### config.mk
export PLATFORM = sky130hd
export DESIGN_NAME = inv_pulse_meter
export DESIGN_NICKNAME = d
export VERILOG_FILES = /design/src/rtl/inv_pulse_meter.sv
export SDC_FILE = /design/constraint.sdc
export NUM_CORES = 1
export LEC_CHECK = 0
export CORE_AREA = 2 2 61 63
export CTS_BUF_LIST = sky130_fd_sc_hd__clkbuf_4
export DETAILED_ROUTE_END_ITERATION = 12
export DIE_AREA = 0 0 63 65
export PLACE_DENSITY = 0.79
export SYNTH_ARGS = -nofsm -noshare
export SYNTH_HDL_FRONTEND = slang
export SYNTH_SLANG_ARGS = --single-unit
### constraint.sdc
create_clock -name clk1 -period 3 [get_ports clk1]
set_input_delay 0.6 -clock clk1 [delete_from_list [all_inputs] [get_ports clk1]]
set_output_delay 0.6 -clock clk1 [all_outputs]
set_load 0.005 [all_outputs]
### src/rtl/inv_pulse_meter.sv
// inv_pulse_meter
//   Measurement stage for the inverter cell output. Synchronises sig_in into the clk1
//   domain and detects its edges. It then measures one full high phase and the low phase
//   that follows, in clk1 cycles, and presents the counts on a valid/ready handshake.
//
// Ports
//   clk1        in   single clock, all logic on the rising edge
//   rstn1       in   synchronous reset, active-low
//   sig_in      in   inverter output under test, asynchronous to clk1
//   meas_en     in   1 = measure, 0 = abort and hold in idle
//   meas_ready  in   consumer accepts the result
//   meas_valid  out  result available (registered)
//   high_cnt    out  clk1 cycles the signal was high
//   low_cnt     out  clk1 cycles the signal was low
//   period_cnt  out  high_cnt + low_cnt, one bit wider so it never wraps
//   ovf         out  a phase counter saturated during this measurement
module inv_pulse_meter #(
  parameter int unsigned CNT_W       = 8,
  parameter int unsigned SYNC_STAGES = 2
) (
  input  logic             clk1,
  input  logic             rstn1,
  input  logic             sig_in,
  input  logic             meas_en,
  input  logic             meas_ready,
  output logic             meas_valid,
  output logic [CNT_W-1:0] high_cnt,
  output logic [CNT_W-1:0] low_cnt,
  output logic [CNT_W:0]   period_cnt,
  output logic             ovf
);

  typedef enum logic [2:0] {
    StIdle,
    StWaitRise,
    StMeasHigh,
    StMeasLow,
    StReport
  } state_e;

  localparam logic [CNT_W-1:0] CntMax = {CNT_W{1'b1}};

  state_e                  state_q, state_d;
  logic [SYNC_STAGES-1:0]  sync_q;
  logic                    s_prev_q;
  logic [CNT_W-1:0]        high_q, high_d;
  logic [CNT_W-1:0]        low_q, low_d;
  logic                    ovf_q, ovf_d;
  logic                    valid_q, valid_d;

  logic s;
  logic rise;
  logic fall;

  assign s    = sync_q[SYNC_STAGES-1];
  assign rise = s & ~s_prev_q;
  assign fall = ~s & s_prev_q;

  always_ff @(posedge clk1) begin
    if (!rstn1) begin
      sync_q   <= '0;
      s_prev_q <= 1'b0;
      state_q  <= StIdle;
      high_q   <= '0;
      low_q    <= '0;
      ovf_q    <= 1'b0;
      valid_q  <= 1'b0;
    end else begin
      sync_q   <= {sync_q[SYNC_STAGES-2:0], sig_in};
      s_prev_q <= s;
      state_q  <= state_d;
      high_q   <= high_d;
      low_q    <= low_d;
      ovf_q    <= ovf_d;
      valid_q  <= valid_d;
    end
  end

  always_comb begin
    state_d = state_q;
    high_d  = high_q;
    low_d   = low_q;
    ovf_d   = ovf_q;
    valid_d = valid_q;

    // Dropping meas_en aborts from any active state and wins over edges and handshake.
    if (state_q != StIdle && !meas_en) begin
      state_d = StIdle;
      high_d  = '0;
      low_d   = '0;
      ovf_d   = 1'b0;
      valid_d = 1'b0;
    end else begin
      unique case (state_q)
        StIdle: begin
          high_d  = '0;
          low_d   = '0;
          ovf_d   = 1'b0;
          valid_d = 1'b0;
          if (meas_en) state_d = StWaitRise;
        end
        StWaitRise: begin
          if (rise) begin
            state_d = StMeasHigh;
            high_d  = {{(CNT_W-1){1'b0}}, 1'b1};
            low_d   = '0;
            ovf_d   = 1'b0;
          end
        end
        StMeasHigh: begin
          if (fall) begin
            state_d = StMeasLow;
            low_d   = {{(CNT_W-1){1'b0}}, 1'b1};
          end else if (s) begin
            // Saturate rather than wrap; the measurement still runs to its end.
            if (high_q == CntMax) ovf_d = 1'b1;
            else                  high_d = high_q + 1'b1;
          end
        end
        StMeasLow: begin
          if (rise) begin
            // The closing rise ends this result and is not reused as the next start.
            state_d = StReport;
            valid_d = 1'b1;
          end else if (!s) begin
            if (low_q == CntMax) ovf_d = 1'b1;
            else                 low_d = low_q + 1'b1;
          end
        end
        StReport: begin
          if (meas_ready) begin
            state_d = StWaitRise;
            valid_d = 1'b0;
          end
        end
        default: begin
          state_d = StIdle;
        end
      endcase
    end
  end

  assign meas_valid = valid_q;
  assign high_cnt   = high_q;
  assign low_cnt    = low_q;
  assign ovf        = ovf_q;
  assign period_cnt = {1'b0, high_q} + {1'b0, low_q};

endmodule

run_1/sizes.png
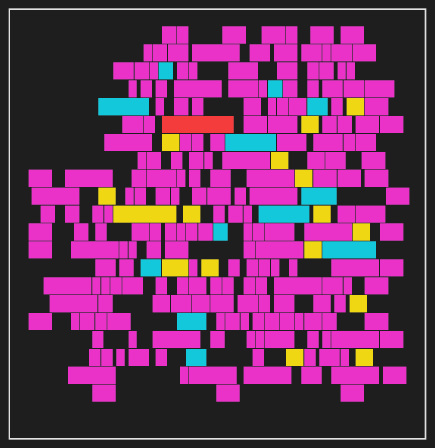
| colour | size | cells | share |
|---|---|---|---|
| cyan | _2 cells | 12 | 5.1% |
| red | _6 and larger | 1 | 0.42% |
| yellow | _3 and _4 cells | 16 | 6.8% |
| magenta | _0 and _1 cells | 207 | 88% |
setup slack after layout: 0.09983 ns
Area Overhead vs Synth: 31.17%
Buffers, non-clock: 42
Final Cell Area: 2069 um2

run_1/cell_density.png
The die is cut into 6 by 6 equal tiles; black is low, pale yellow is high, 0 to 100% covered.
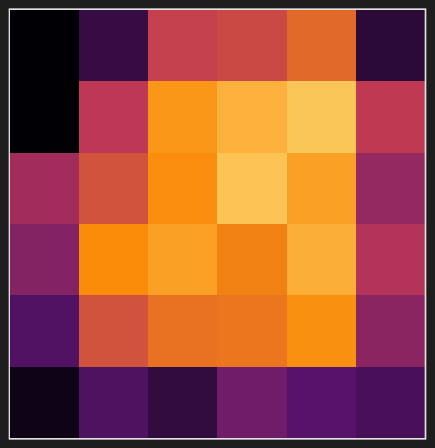
mean over tiles: 49%
emptiest ninth of the die: north-west
tiles over 75% full: 28%
nearly empty tiles: 5.6%
densest ninth of the die: centre
fullest tile: 88%
core region area: 3496 um2
Core Util, Final: 0.5920

run_1/flops_by_reg.png
Other sequential cells in the stronger grey, the rest of the logic in the fainter grey.
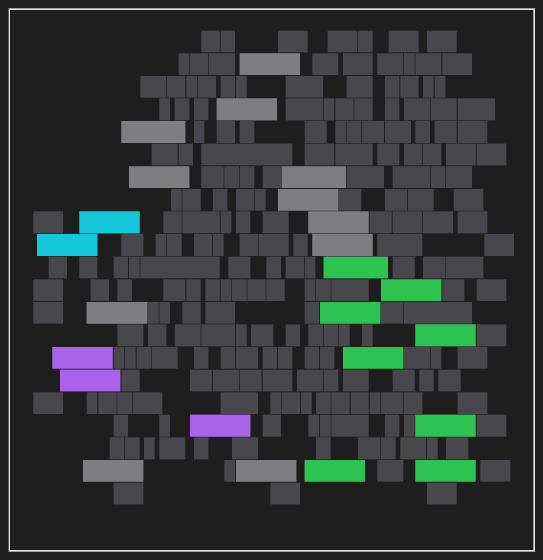
| colour | netlist name | sequential cells |
|---|---|---|
| green | high_cnt | 8 |
| cyan | sync_q | 2 |
| purple | state_q | 3 |
register area: 484.2 um2
Seq/total area: 0.2340

==> impl_metrics.csv, run 1 <==
group,metric,value,unit
final_layout,instances_no_fill,284,
yosys,synthXorXnorAreaFrac,0.05551,
clocking,cts_setup_buffers,0,
final_layout,drive_above_1_share,0.1229,
yosys,yosysWarnings,0,
yosys,synthAdderAreaFrac,0.09199,
final_layout,num_antenna_cells,0,
placed_design,dp.final_hpwl,2811,um
timing,setup_violations,0,
floorplan,fp-utilization,0.4513,
clocking,clk_pin_slew,0.15,ns
drt,vias,1573,
hold_path,min_to,"sync_q[1]$_SDFF_PN0_",
setup_path,cp_slowest_cell,"fa_2",
clocking,cts_hold_buf,0,
timing,finClkSkew,0.02336,ns
drt,drcViolationCount,0,
hold_path,min_path_type,"register to register",
timing,hold_viol_final,0,
drt,wl_per_cell,13.29,um
setup_path,r2r_end,"high_cnt[4]$_SDFFE_PP0P_",
yosys,netlist_area,1578,um2
drt,firstDrtPassIters,4,
clocking,root_buffer,"clkbuf_4",
setup_path,cp-end-kind,"output pin",
job,log.warning_count,26,
drt,drtIter0Drc,94,
global_routing,grt_first_pass_wirelength,6334,um
timing,fin_crit_sh,0.9667,
setup_path,crit_path_start_kind,"register",
final_layout,nFillCells,335,
yosys,yosysTopAreaCell,"dfxtp_1",
setup_path,ff2ff_path_depth,7,
timing,slew_violations,0,
setup_path,worst-setup-path-type,"register to output pin",
clocking,ctsResizeCount,5,
outcome,status,"complete, no violations",
clocking,cts_sinks,24,
timing,tightest_slew,0.6142,ns
floorplan,fp-row-count,22,
power_and_ir_drop,power.total,0.6836,mW
==> run 1: placed cells by master, fill, tap and decap left out, types with 5 or more instances in the layout <==
| cell type | Yosys | layout |
|---|---|---|
| a31oi_1 | 5 | 5 |
| dfxtp_1 | 24 | 21 |
| buf_4 | 1 | 11 |
| a21oi_1 | 17 | 16 |
| clkdlybuf4s50_1 | 0 | 28 |
| nor2_1 | 19 | 19 |
| ha_1 | 10 | 9 |
| nand3_1 | 10 | 10 |
| and2_1 | 6 | 6 |
| nor3_1 | 10 | 10 |
| o21ai_0 | 9 | 8 |
| nand2_1 | 11 | 11 |
| xnor2_1 | 8 | 8 |
| inv_1 | 8 | 8 |
| nand4_1 | 5 | 5 |
==> run 1: worst max-delay path by stage <==
stage                             start             to  slack (ns)  depth (start not counted)
2_1_floorplan  high_cnt[0]$_SDFFE_PP0P_  period_cnt[6]        0.64                          7
3_3_place_gp   high_cnt[0]$_SDFFE_PP0P_  period_cnt[6]        0.23                          8
3_5_place_dp   high_cnt[0]$_SDFFE_PP0P_  period_cnt[8]        0.20                          9
4_1_cts        high_cnt[0]$_SDFFE_PP0P_  period_cnt[4]        0.04                          7
5_1_grt        high_cnt[0]$_SDFFE_PP0P_  period_cnt[8]      -0.003                          9
6_report       high_cnt[0]$_SDFFE_PP0P_  period_cnt[8]         0.1                          9
==> run 1: report_power, final <==
group          internal [mW]  switching (mW)
registers              0.327          0.0169
logic                 0.0531          0.0484
clock network          0.135           0.103
total                  0.515           0.168
==> run 1: registers in the layout (all words and copies together) (netlist names) <==
signal      flops
high_cnt        8
state_q         3
low_cnt         8
s_prev_q        1
sync_q          2
meas_valid      1
ovf             1
==> run 1: worst max-delay path, delay by kind of cell (launching register included) <==
| kind | cells | cell delay, ns |
|---|---|---|
| AND-OR/OR-AND | 5 | 0.66 |
| adder cells (fa/ha/maj) | 2 | 0.56 |
| buffers and inverters | 2 | 0.39 |
| flip-flops | 1 | 0.35 |
==> run 1: layout make-up <==
class / instances / area (um2) / area share
clock inverter: 1 / 30.03 / 0.01451
inverter: 8 / 30.03 / 0.01451
sequential: 24 / 484.2 / 0.2340
clock buffer: 3 / 22.52 / 0.01088
timing repair buffer: 42 / 392.9 / 0.1898
tap: 48 / 60.06 / 0.02902
multi-input combinational: 158 / 1050 / 0.5073
==> run 1: stage by stage <==
| step | hold slack [ns] | worst slack [ns] |
|---|---|---|
| 5_1_grt | 0.4788 | -0.003333 |
| 6_report | 0.4512 | 0.09983 |
| 4_1_cts | 0.4562 | 0.03690 |
| 2_1_floorplan | 0.4118 | 0.6407 |
| 3_3_place_gp | 0.4173 | 0.2327 |
| 3_5_place_dp | 0.4266 | 0.2015 |
==> run 1: metal layers <==
layer	vias to the layer above	track usage	wire length, um
met5	-	0	0
met1	720	0.2396	1678
met2	55	0.3431	1850
met3	5	0.02257	205
li1	793	-	-
met4	0	0.06111	39
==> run 1: Yosys cell counts, types with 5 or more instances <==
cell type / count
a21oi_1: 17
a31oi_1: 5
nand3_1: 10
inv_1: 8
and2_1: 6
nor2_1: 19
nand4_1: 5
nand2_1: 11
xnor2_1: 8
ha_1: 10
o21ai_0: 9
dfxtp_1: 24
nor3_1: 10
==> inputs of run 2 (changes only) <==
Settings changed: CTS_BUF_LIST sky130_fd_sc_hd__clkbuf_4 to sky130_fd_sc_hd__clkbuf_8.
run_2/cell_density.png
The die is cut into 6 by 6 equal tiles; black is low, pale yellow is high, 0 to 100% covered.
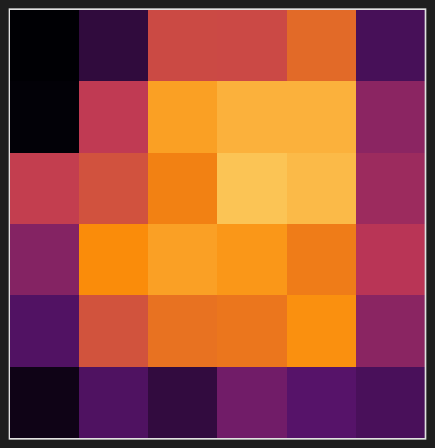
densest ninth of the die: centre
nearly empty tiles: 5.6%
fullest tile: 87%
mean over tiles: 49%
emptiest ninth of the die: north-west
Core Util, Final: 0.5927
FP Core Util: 0.4513

run_2/congestion.png
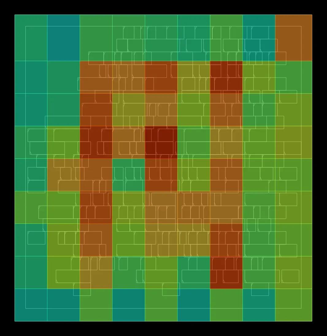
met3 usage: 0.02257
grt peak-use layer: met2

run_2/placement_by_type.png
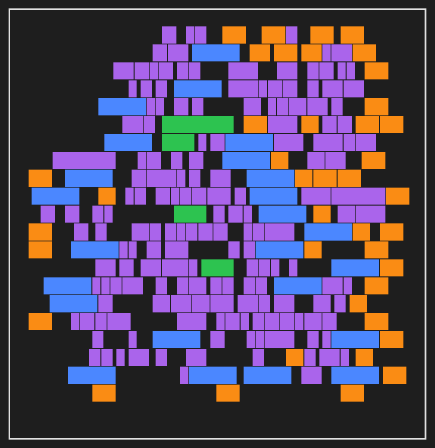
| colour | class | cells | share of their area |
|---|---|---|---|
| orange | remaining buffers and delay cells | 41 | 19% |
| blue | sequential cells | 24 | 24% |
| purple | combinational and other logic | 166 | 54% |
| green | clock drivers and dummy loads | 4 | 3.5% |
Final Cell Area: 2072 um2
row count: 22

==> impl_metrics.csv, run 2 <==
group,metric,value,unit
timing,tightest_slew,0.5920,ns
setup_path,cp_slowest_cell,"clkdlybuf4s50_1",
power_and_ir_drop,internal_power,0.5575,mW
placed_design,port_buffers,31,
final_layout,nNetsFinal,252,
drt,drtIter0Drc,88,
timing,fin_ws,0.1337,ns
hold_path,min_path_type,"register to register",
power_and_ir_drop,combPwrFrac,0.141,
timing,layout_min_cycle_time,2.866,ns
floorplan,die_h,65,um
clocking,clk_pin_slew,0.09,ns
clocking,root_buffer,"clkbuf_8",
global_routing,grt_max_degree,21,
drt,wl_per_cell,13.57,um
final_layout,instances_no_fill,283,
floorplan,pin_count,32,
setup_path,cp-end-kind,"output pin",
power_and_ir_drop,switching_share,0.2363,
yosys,yosysTopAreaCell,"dfxtp_1",
placed_design,place_inst,279,
yosys,most_common_cell,"dfxtp_1",
yosys,yosysWarnings,0,
drt,firstDrtPassIters,4,
global_routing,antenna_found_initial,0,
global_routing,overflow,0,
timing,fin_crit_sh,0.9554,
clocking,htree_levels,1,
yosys,syn_nets,211,
yosys,synthTopCellsByCount,"dfxtp_1, nor2_1, a21oi_1",
final_layout,areaGrowthSynthToFinish,31.32,%
clocking,cts_sinks,24,
timing,setup_violations,0,
job,log.warning_count,26,
setup_path,ff2ff_path_depth,7,
final_layout,nFillCells,335,
outcome,status,"complete, no violations",
yosys,netlist_area,1578,um2
global_routing,track_usage,0.2022,
setup_path,worst-setup-path-type,"register to output pin",
final_layout,num_antenna_cells,0,
timing,slew_violations,0,
final_layout,drive_above_1_share,0.1021,
timing,fin_setup_tns,0,ns
setup_path,slowest_delay,0.52,ns
power_and_ir_drop,p_clk_frac,0.390,
drt,vias,1562,
placed_design,pre_cts_ws,0.2015,ns
timing,holdWs,0.4408,ns
setup_path,worst_ep_arrival_time,2.27,ns
final_layout,lay_top_count,"clkdlybuf4s50_1",
setup_path,crit_path_start_kind,"register",
timing,max_freq,348.9,MHz
global_routing,grt_first_pass_wirelength,6610,um
timing,finClkSkew,0.01349,ns
placed_design,dp.final_hpwl,2811,um
yosys,ys_area,1578,um2
clocking,cts_hold_buf,0,
timing,relSlewSlack,0.6048,
power_and_ir_drop,p_switching,0.1725,mW
final_layout,layout_top_cells,"clkdlybuf4s50_1, dfxtp_1, nor2_1",
floorplan,core_area,3496,um2
setup_path,crit_chain,"ha_1, fa_2, a21o_1, a21oi_2, buf_4, xnor2_1, clkdlybuf4s50_1",
timing,hold_viol_final,0,
drt,drcViolationCount,0,
yosys,syn_avg_cell_area,8.091,um2
drt,wirelength,3839,um
global_routing,grt_pass1_vias,1454,
power_and_ir_drop,p_seq_frac,0.469,
setup_path,rrSetupSlack,0.93,ns
yosys,ff_type,"dfxtp_1",
==> run 2: cells by family (layout without fill, tap and decap cells) <==
group	count (synthesis)	in the layout	synth area share
compound gates	53	53	0.2244
xor+xnor	10	10	0.05552
fa+ha+maj	11	11	0.09199
buf+inv	13	53	0.03568
flops	24	24	0.3045
mux	3	3	0.01903
simple gates	81	81	0.2688
==> run 2: final cells by class <==
class | instances | area [um2] | area share
inverter | 8 | 30.03 | 0.01449
clock inverter | 1 | 30.03 | 0.01449
multi-input combinational | 158 | 1047 | 0.5054
timing repair buffer | 41 | 382.9 | 0.1848
tap | 48 | 60.06 | 0.02899
sequential | 24 | 480.5 | 0.2319
clock buffer | 3 | 41.29 | 0.01993
==> run 2: worst max-delay path, delay by kind of cell (launching register included) <==
| family | cells | cell delay (ns) |
|---|---|---|
| AND-OR/OR-AND | 2 | 0.35 |
| XOR/XNOR | 1 | 0.10 |
| adder cells (fa/ha/maj) | 2 | 0.57 |
| buffers and inverters | 2 | 0.65 |
| flip-flops | 1 | 0.33 |
==> run 2: power by group through the flow <==
stage / Sequential (mW) / Combinational [mW] / Clock [mW]
floorplan: 0.340 / 0.0777 / 0
global placement: 0.349 / 0.101 / 0
detailed placement: 0.350 / 0.102 / 0
CTS: 0.342 / 0.103 / 0.289
global route: 0.345 / 0.113 / 0.307
finish: 0.343 / 0.103 / 0.285
==> run 2: path summary, 6_finish.rpt <==
check                      startpoint                        to
min reg2reg      sync_q[0]$_SDFF_PN0_      sync_q[1]$_SDFF_PN0_
max reg2reg  high_cnt[1]$_SDFFE_PP0P_  high_cnt[4]$_SDFFE_PP0P_
max          high_cnt[0]$_SDFFE_PP0P_             period_cnt[4]
min              sync_q[0]$_SDFF_PN0_      sync_q[1]$_SDFF_PN0_
==> run 2: timing repair <==
| action | 4_1_cts | 5_1_grt |
|---|---|---|
| pin swaps | 2 | 0 |
| cloned | 0 | 0 |
| resized | 4 | 1 |
| endpoints found under the setup margin | 2 | 1 |
| hold endpoints to repair | 0 | 0 |
| buffers inserted | 0 | 0 |
==> run 2: routing by layer <==
layer	global-route usage	share of wire	routed length, um
met1	0.2578	0.45	1717
met2	0.3590	0.49	1898
met3	0.02257	0.052	200
met4	0.05833	0.0057	22
met5	0	0	0
==> run 2: through the flow <==
stage	cell area, um2	power, mW
2_1_floorplan	1578	0.4180
3_3_place_gp	1997	0.4508
3_5_place_dp	1997	0.4515
4_1_cts	2072	0.7347
5_1_grt	2072	0.7650
6_report	2072	0.7301
Power and IR drop assume default switching activity.
